## config.mk

```make
export PLATFORM = sky130hd
export DESIGN_NAME = spi_slave
export DESIGN_NICKNAME = d
export VERILOG_FILES = /design/src/rtl/spi_slave.sv
export SDC_FILE = /design/constraint.sdc
export NUM_CORES = 1
export LEC_CHECK = 0
export CAP_MARGIN = 20
export CORE_MARGIN = 1
export CORE_UTILIZATION = 30
export CTS_BUF_LIST = sky130_fd_sc_hd__clkbuf_8
export DETAILED_ROUTE_END_ITERATION = 8
export PLACE_DENSITY = 0.49
export SETUP_SLACK_MARGIN = 0.15
export SYNTH_ARGS = -nofsm -noshare
export SYNTH_HDL_FRONTEND = slang
export SYNTH_SLANG_ARGS = --single-unit
```

## constraint.sdc

```tcl
create_clock -name clk -period 1.87 [get_ports clk]
set_input_delay 0.187 -clock clk [delete_from_list [all_inputs] [get_ports clk]]
set_output_delay 0.187 -clock clk [all_outputs]
set_load 0.03 [all_outputs]
```

## src/rtl/spi_slave.sv

```systemverilog
// spi_slave: SPI slave endpoint. All state lives in the clk domain. spi_clk,
// cs_n and mosi are brought in through 2-flop synchronizers, and SPI edges are
// detected on the synchronized copies.
//
// Parameters
//   WIDTH     : bits per word (4..32)
//   CPOL      : idle level of spi_clk
//   CPHA      : 0 = sample on leading edge, 1 = sample on trailing edge
//   MSB_FIRST : 1 = MSB first on mosi/miso, 0 = LSB first
//
// Ports
//   clk, rst            : system clock, synchronous active-low reset
//   spi_clk, cs_n, mosi : asynchronous SPI inputs
//   miso                : slave serial output, 0 unless ARMED
//   tx_data, tx_valid   : next word to send
//   tx_ready            : one-cycle pulse when tx_data is taken
//   rx_data, rx_valid   : last complete word, plus a one-cycle update pulse
//   rx_ready            : consumer acknowledge for the current rx_data
//   overrun             : pulses with rx_valid when the prior word was never acked
//   busy                : high exactly while ARMED
//   o_dbg_state         : current FSM state, for observation
//
// Handshake semantics:
//   tx side: at each word boundary, tx_data is taken if and only if tx_valid is
//   high. tx_ready pulses for one cycle in the cycle after the capture. A missing
//   tx_valid sends zeros and is not an error.
//   rx side: rx_valid pulses once per complete word. Holding rx_ready high in any
//   cycle from that pulse until the next word completes acknowledges the word.
module spi_slave #(
  parameter int   WIDTH     = 8,
  parameter logic CPOL      = 1'b0,
  parameter logic CPHA      = 1'b0,
  parameter logic MSB_FIRST = 1'b1
) (
  input  logic             clk,
  input  logic             rst,
  input  logic             spi_clk,
  input  logic             cs_n,
  input  logic             mosi,
  output logic             miso,
  input  logic [WIDTH-1:0] tx_data,
  input  logic             tx_valid,
  output logic             tx_ready,
  output logic [WIDTH-1:0] rx_data,
  output logic             rx_valid,
  input  logic             rx_ready,
  output logic             overrun,
  output logic             busy,
  output logic [1:0]       o_dbg_state
);

  localparam int CW = $clog2(WIDTH);
  localparam logic [CW-1:0] LAST_BIT = CW'(WIDTH - 1);

  typedef enum logic [1:0] {
    S_IDLE    = 2'd0,
    S_ARMED   = 2'd1,
    S_WAIT_CS = 2'd2
  } state_t;

  state_t r_state;
  state_t w_next_state;

  // Synchronizers and previous-value flops used for edge detection.
  logic r_sclk_meta, r_sclk_sync, r_sclk_prev;
  logic r_cs_meta, r_cs_sync, r_cs_prev;
  logic r_mosi_meta, r_mosi_sync;

  // Counts clk cycles after reset, saturating at 2. Until the count reaches 2,
  // the synchronizer still holds its reset value of 1 rather than the real
  // cs_n level. WAIT_CS must not treat that reset value as "cs_n seen high",
  // or a transfer that was in progress when reset hit would be picked up again.
  logic [1:0] r_flush;

  logic [WIDTH-1:0] r_rx_sr;
  logic [WIDTH-1:0] r_tx_sr;
  logic [WIDTH-1:0] r_rx_data;
  logic [CW-1:0]    r_bit_cnt;
  logic             r_rx_valid;
  logic             r_tx_ready;
  logic             r_overrun;
  logic             r_pending;   // current rx_data not yet acknowledged
  logic             r_skip;      // suppress the next shift edge

  logic w_lead, w_trail, w_sample, w_shift;
  logic w_cs_fall, w_cs_rise, w_flushed;
  logic w_sample_ok, w_shift_ok, w_word_done, w_arm, w_boundary;
  logic [WIDTH-1:0] w_rx_next;

  always_ff @(posedge clk) begin
    if (!rst) begin
      r_sclk_meta <= CPOL;
      r_sclk_sync <= CPOL;
      r_sclk_prev <= CPOL;
      r_cs_meta   <= 1'b1;
      r_cs_sync   <= 1'b1;
      r_cs_prev   <= 1'b1;
      r_mosi_meta <= 1'b0;
      r_mosi_sync <= 1'b0;
      r_flush     <= 2'd0;
    end else begin
      r_sclk_meta <= spi_clk;
      r_sclk_sync <= r_sclk_meta;
      r_sclk_prev <= r_sclk_sync;
      r_cs_meta   <= cs_n;
      r_cs_sync   <= r_cs_meta;
      r_cs_prev   <= r_cs_sync;
      r_mosi_meta <= mosi;
      r_mosi_sync <= r_mosi_meta;
      if (r_flush != 2'd2) r_flush <= r_flush + 2'd1;
    end
  end

  assign w_lead    = (r_sclk_sync != CPOL) && (r_sclk_prev == CPOL);
  assign w_trail   = (r_sclk_sync == CPOL) && (r_sclk_prev != CPOL);
  assign w_sample  = CPHA ? w_trail : w_lead;
  assign w_shift   = CPHA ? w_lead  : w_trail;
  assign w_cs_fall = r_cs_prev & ~r_cs_sync;
  assign w_cs_rise = ~r_cs_prev & r_cs_sync;
  assign w_flushed = (r_flush == 2'd2);

  // A cs_n rise in the same cycle as a sample edge wins: the sample is dropped.
  assign w_sample_ok = (r_state == S_ARMED) && w_sample && !w_cs_rise;
  assign w_shift_ok  = (r_state == S_ARMED) && w_shift && !w_cs_rise;
  assign w_word_done = w_sample_ok && (r_bit_cnt == LAST_BIT);
  assign w_arm       = (r_state == S_IDLE) && w_cs_fall;
  assign w_boundary  = w_arm || w_word_done;

  assign w_rx_next = MSB_FIRST ? {r_rx_sr[WIDTH-2:0], r_mosi_sync}
                               : {r_mosi_sync, r_rx_sr[WIDTH-1:1]};

  // FSM state register.
  always_ff @(posedge clk) begin
    if (!rst) r_state <= S_WAIT_CS;
    else      r_state <= w_next_state;
  end

  // FSM next-state logic.
  always_comb begin
    w_next_state = r_state;
    case (r_state)
      S_WAIT_CS: if (w_flushed && r_cs_sync) w_next_state = S_IDLE;
      S_IDLE:    if (w_cs_fall)              w_next_state = S_ARMED;
      S_ARMED:   if (w_cs_rise)              w_next_state = S_IDLE;
      default:                               w_next_state = S_WAIT_CS;
    endcase
  end

  // Receive path, acknowledge tracking, transmit shift register.
  always_ff @(posedge clk) begin
    if (!rst) begin
      r_rx_sr    <= '0;
      r_tx_sr    <= '0;
      r_rx_data  <= '0;
      r_bit_cnt  <= '0;
      r_rx_valid <= 1'b0;
      r_tx_ready <= 1'b0;
      r_overrun  <= 1'b0;
      r_pending  <= 1'b0;
      r_skip     <= 1'b0;
    end else begin
      r_rx_valid <= 1'b0;
      r_tx_ready <= 1'b0;
      r_overrun  <= 1'b0;

      // Leaving ARMED, or never having entered it, drops any partial word.
      if ((r_state != S_ARMED) || w_cs_rise) begin
        r_bit_cnt <= '0;
      end else if (w_sample_ok) begin
        r_rx_sr <= w_rx_next;
        if (w_word_done) begin
          r_bit_cnt  <= '0;
          r_rx_data  <= w_rx_next;
          r_rx_valid <= 1'b1;
          r_overrun  <= r_pending && !rx_ready;
        end else begin
          r_bit_cnt <= r_bit_cnt + 1'b1;
        end
      end

      if (w_word_done)   r_pending <= 1'b1;
      else if (rx_ready) r_pending <= 1'b0;

      // In CPHA=0 the slave has already presented bit 0 of the new word by the
      // time of the shift edge that follows a wrap, so that edge is skipped.
      // In CPHA=1 the first shift edge of every word only opens the bit
      // window, so that edge is always skipped.
      if (w_boundary) begin
        r_tx_sr    <= tx_valid ? tx_data : '0;
        r_tx_ready <= tx_valid;
        r_skip     <= CPHA || w_word_done;
      end else if (w_shift_ok) begin
        if (r_skip)         r_skip  <= 1'b0;
        else if (MSB_FIRST) r_tx_sr <= {r_tx_sr[WIDTH-2:0], 1'b0};
        else                r_tx_sr <= {1'b0, r_tx_sr[WIDTH-1:1]};
      end
    end
  end

  assign miso        = (r_state == S_ARMED) ?
                       (MSB_FIRST ? r_tx_sr[WIDTH-1] : r_tx_sr[0]) : 1'b0;
  assign busy        = (r_state == S_ARMED);
  assign tx_ready    = r_tx_ready;
  assign rx_data     = r_rx_data;
  assign rx_valid    = r_rx_valid;
  assign overrun     = r_overrun;
  assign o_dbg_state = r_state;

endmodule

```

Figure 1. Signal wires by layer.
Scale: 4 px per µm.
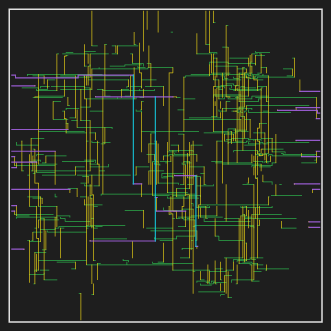
Purple stands for M3, wire length 188 µm. Cyan stands for M4, wire length 80.9 µm. Yellow stands for M2, wire length 1480 µm. Green stands for M1, wire length 1440 µm.

Figure 2. Logic cells by family.
Scale: 4 px per µm.
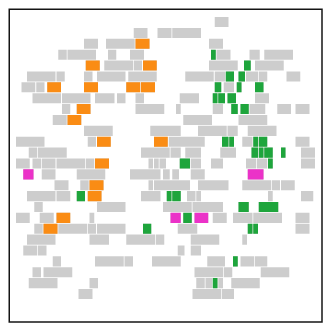
Green stands for nand cells, cells 33, most used nand2_1. Magenta stands for non-inverting ao/oa cells, cells 4, most used o21a_1. Orange stands for mux cells, cells 16, most used mux2i_1.
final cell count without fillers: 272
leading cell type in the layout, fill and taps excluded: sky130_fd_sc_hd__dfxtp_1
logic gate fraction of the total cell area: 37.2%

==> out/qor.json <==
{
  "run_status": {"value": "finished, final reports clean"},
  "vdd.ir_drop.worst": {"value": 473, "unit": "µV"},
  "stage_log_warnings": {"value": 27},
  "worst_clock_skew": {"value": 2.99, "unit": "ps"},
  "drt_first_pass_iters": {"value": 4},
  "yosys-top-cells-count": {"value": "43 x sky130_fd_sc_hd__dfxtp_1, 16 x sky130_fd_sc_hd__mux2i_1, 16 x sky130_fd_sc_hd__nor2b_1"},
  "cap_violations": {"value": 0},
  "drt-total-wl": {"value": 3.19, "unit": "mm"},
  "clk_latency": {"value": 290, "unit": "ps"},
  "netlist_instances": {"value": 168},
  "num_vias": {"value": 1235},
  "power.sequential.fraction": {"value": 57.0, "unit": "%"},
  "mappedNetlistArea": {"value": 1720, "unit": "µm²"},
  "post-synth-top-area-cell": {"value": "sky130_fd_sc_hd__dfxtp_1"},
  "worstPathMaxFanout": {"value": 5},
  "layout.core_utilization": {"value": 40.6, "unit": "%"},
  "gp_congestion": {"value": 0.755},
  "setup_repair_after_global_routing_missed_its_margin": {"value": "true"},
  "grt_overflow": {"value": 0},
  "avgSynthCellArea": {"value": 10.3, "unit": "µm²"},
  "fraction_of_layout_instances_using_a_drive_strength_above_1": {"value": 11.5, "unit": "%"},
  "max_slew.worst_pin.slew": {"value": 476, "unit": "ps"},
  "timing.final.crit_period": {"value": 1660, "unit": "ps"},
  "crit_type": {"value": "register to output pin"},
  "tns": {"value": 0, "unit": "ps"},
  "num_antenna_cells": {"value": 0},
  "die_h": {"value": 77.8, "unit": "µm"},
  "first_global_vias": {"value": 1210},
  "async_sr_flop_fraction": {"value": 0, "unit": "%"},
  "ys_area": {"value": 1720, "unit": "µm²"},
  "design_internal_power": {"value": 0.00130, "unit": "W"},
  "yosys_register_bits": {"value": 43},
  "timing.final.setup_violations": {"value": 0},
  "syn_to_final_growth": {"value": 29.8, "unit": "%"},
  "first_iter_violations": {"value": 25},
  "yosys.area.top_type_share": {"value": 49.9, "unit": "%"},
  "ctsLongestPathBuffers": {"value": 2},
  "grt_max_degree": {"value": 54},
  "fmax": {"value": 603, "unit": "MHz"},
  "min_path_cells": {"value": 1},
  "power.switching": {"value": 0.000400, "unit": "W"},
  "path_delay_family": {"value": "buffers and inverters"},
  "cpPeakStageDelay": {"value": 720, "unit": "ps"},
  "number_of_hold_violations_in_the_final_report": {"value": 0},
  "cp.buffers_inverters": {"value": 1},
  "rr_worst_depth": {"value": 7},
  "report.power.total": {"value": 0.00170, "unit": "W"},
  "most_common_cell": {"value": "sky130_fd_sc_hd__dfxtp_1"},
  "combinationalPowerShare": {"value": 10.8, "unit": "%"},
  "ys_cells": {"value": 168},
  "maxSlewViolCount": {"value": 0},
  "grtUsageTotal": {"value": 11.7, "unit": "%"},
  "wl_per_cell": {"value": 11.7, "unit": "µm"},
  "fp_util": {"value": 31.3, "unit": "%"},
  "ys_seq_share": {"value": 49.9, "unit": "%"},
  "detailedPlacementHpwl": {"value": 2.07, "unit": "mm"},
  "floorplan.nets": {"value": 186},
  "max-slew-margin-rel": {"value": 68.0, "unit": "%"},
  "leakagePower": {"value": 0.846, "unit": "nW"},
  "power.switching_fraction": {"value": 23.5, "unit": "%"},
  "grt_antenna_before_repair": {"value": 0},
  "port-buffer-count": {"value": 29},
  "yosys.cell_types.count": {"value": 38},
  "cts.root.buffer_cell": {"value": "sky130_fd_sc_hd__clkbuf_8"},
  "cp.arrival": {"value": 1470, "unit": "ps"},
  "via_per_inst": {"value": 4.54},
  "yosys_most_used_dff": {"value": "sky130_fd_sc_hd__dfxtp_1"},
  "synth-edff-count": {"value": 0},
  "htreeDepth": {"value": 2},
  "hold_path.class": {"value": "register to register"},
  "worst_path_max_delay_cell": {"value": "sky130_fd_sc_hd__clkdlybuf4s50_1"},
  "grt_first_pass_wirelength": {"value": 5.44, "unit": "mm"},
  "cp_num_cells": {"value": 1},
  "cp-start-kind": {"value": "register"},
  "yosysWarnings": {"value": 0},
  "cts.reportedPaths.clkPinSlew": {"value": 80, "unit": "ps"},
  "design.die.area": {"value": 6050, "unit": "µm²"},
  "dp_cells": {"value": 261},
  "cp.required": {"value": 1680, "unit": "ps"},
  "rows": {"value": 27},
  "synth.area.top_cells": {"value": "sky130_fd_sc_hd__dfxtp_1 50%, sky130_fd_sc_hd__mux2i_1 9.3%, sky130_fd_sc_hd__nor2b_1 5.8%"},
  "design.core.area": {"value": 5510, "unit": "µm²"},
  "worst_setup_end_kind": {"value": "output pin"},
  "final_min_period_over_clock_period": {"value": 88.6, "unit": "%"},
  "final.hold.worst_slack": {"value": 431, "unit": "ps"},
  "critical_path.cell_chain": {"value": "clkdlybuf4s50_1"},
  "chipWidth": {"value": 77.8, "unit": "µm"},
  "ant_nets": {"value": 0},
  "fin_nets": {"value": 217},
  "cts_hold_repair.buffers": {"value": 0},
  "drt_drc_violations_left": {"value": 0},
  "final.fill_count": {"value": 549},
  "num_io_pins": {"value": 30},
  "cellPowerDensity": {"value": 762, "unit": "nW/µm²"},
  "tritoncts": {"value": "built"}
}
Figure 3. Clock wires, drivers and flops.
Scale: 6 px per µm.
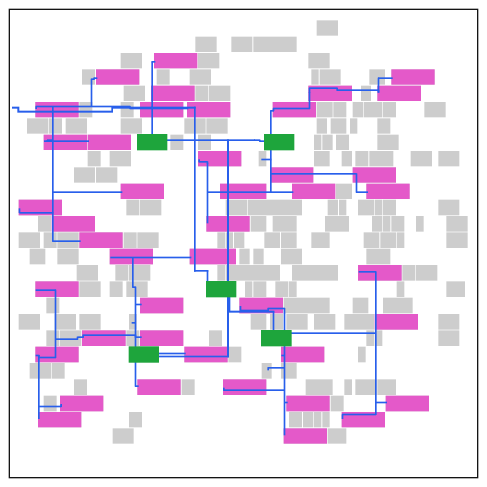
Blue stands for clock wires, length 533 µm. Green stands for clock-net drivers, count 5. Magenta stands for flip-flops, count 43.
There are 6 routed clock nets.
Power Clock: 0.000550 W
part of the total power dissipated in the clock network: 32.2%

Figure 4. The clock network.
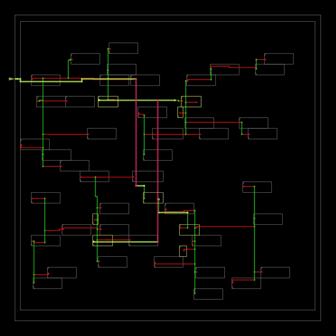
CTS Buf Count: 5
total number of clock tree sinks: 43

==> power by group through the flow <==
stage	Combinational, W	Clock [W]	Sequential (W)
after floorplan	0.000107	0	0.00100
after global placement	0.000175	0	0.000991
after detailed placement	0.000182	0	0.000994
after CTS	0.000183	0.000576	0.000972
after global routing	0.000211	0.000625	0.000977
final	0.000184	0.000550	0.000972
==> cell type report <==
type	count	area [µm²]	area share, %
Inverter	3	11.3	0.503
Sequential cell	43	863	38.6
Clock buffer	5	68.8	3.08
Tap cell	72	90.1	4.03
Timing Repair Buffer	35	358	16.0
Clock inverter	3	12.5	0.559
Multi-Input combinational cell	111	833	37.2
==> repair_timing <==
action | in CTS | in global routing
endpoints found under the setup margin | 2 | 17
cloned | 0 | 1
buffers inserted | 0 | 2
pin swaps | 0 | 4
gates resized | 2 | 14
==> layout by cell type, fill, tap and decap left out, drive strengths merged, types with 5 or more instances in the layout <==
master,instances
nor2b,16
nand2,13
and2,9
clkdlybuf4s50,27
o211ai,6
inv,5
mux2i,16
nand4,6
clkbuf,5
buf,6
dfxtp,43
nand2b,5
nand3,7
==> per-layer routing <==
layer	wire length, µm	vias to the layer above	GRT usage, %	share of wire (%)
met5	0	-	0	0
met4	80	0	5.66	2.5
met3	187	7	4.59	5.9
met2	1480	30	17.9	46
met1	1440	563	14.1	45
li1	-	635	-	-
==> cell families (layout without fill, tap and decap cells) <==
kind of cell    Yosys count  in the layout  synth area share [%]
simple gates             75             75                  26.9
flops                    43             43                  49.9
mux                      16             16                  9.29
compound gates           15             15                  6.75
buf+inv                  14             46                  3.85
fa+ha+maj                 4              4                  2.76
xor+xnor                  1              1                 0.508
==> per-stage QoR <==
step                      setup slack [ps]  instance area, µm²
after floorplan                        275                1720
after global placement                 276                2080
after detailed placement               218                2080
after CTS                              199                2160
after global routing                   123                2240
final                                  212                2240
==> worst paths after layout <==
check	end	start	slack, ps
setup / recovery	o_dbg_state[0]	o_dbg_state[0]	210
hold / removal	r_cs_sync	r_cs_meta	430
setup reg to reg	r_tx_sr[0]	r_bit_cnt[0]	230
hold reg to reg	r_cs_sync	r_cs_meta	430
==> registers in the layout (all words and copies together) (netlist names) <==
name	count
o_dbg_state	2
overrun	1
r_bit_cnt	3
r_cs_meta	1
r_cs_prev	1
r_cs_sync	1
r_flush	2
r_mosi_meta	1
r_mosi_sync	1
r_pending	1
r_rx_sr	7
r_sclk_meta	1
r_sclk_prev	1
r_sclk_sync	1
r_skip	1
r_tx_sr	8
rx_data	8
rx_valid	1
tx_ready	1
Power and IR drop assume default switching activity.
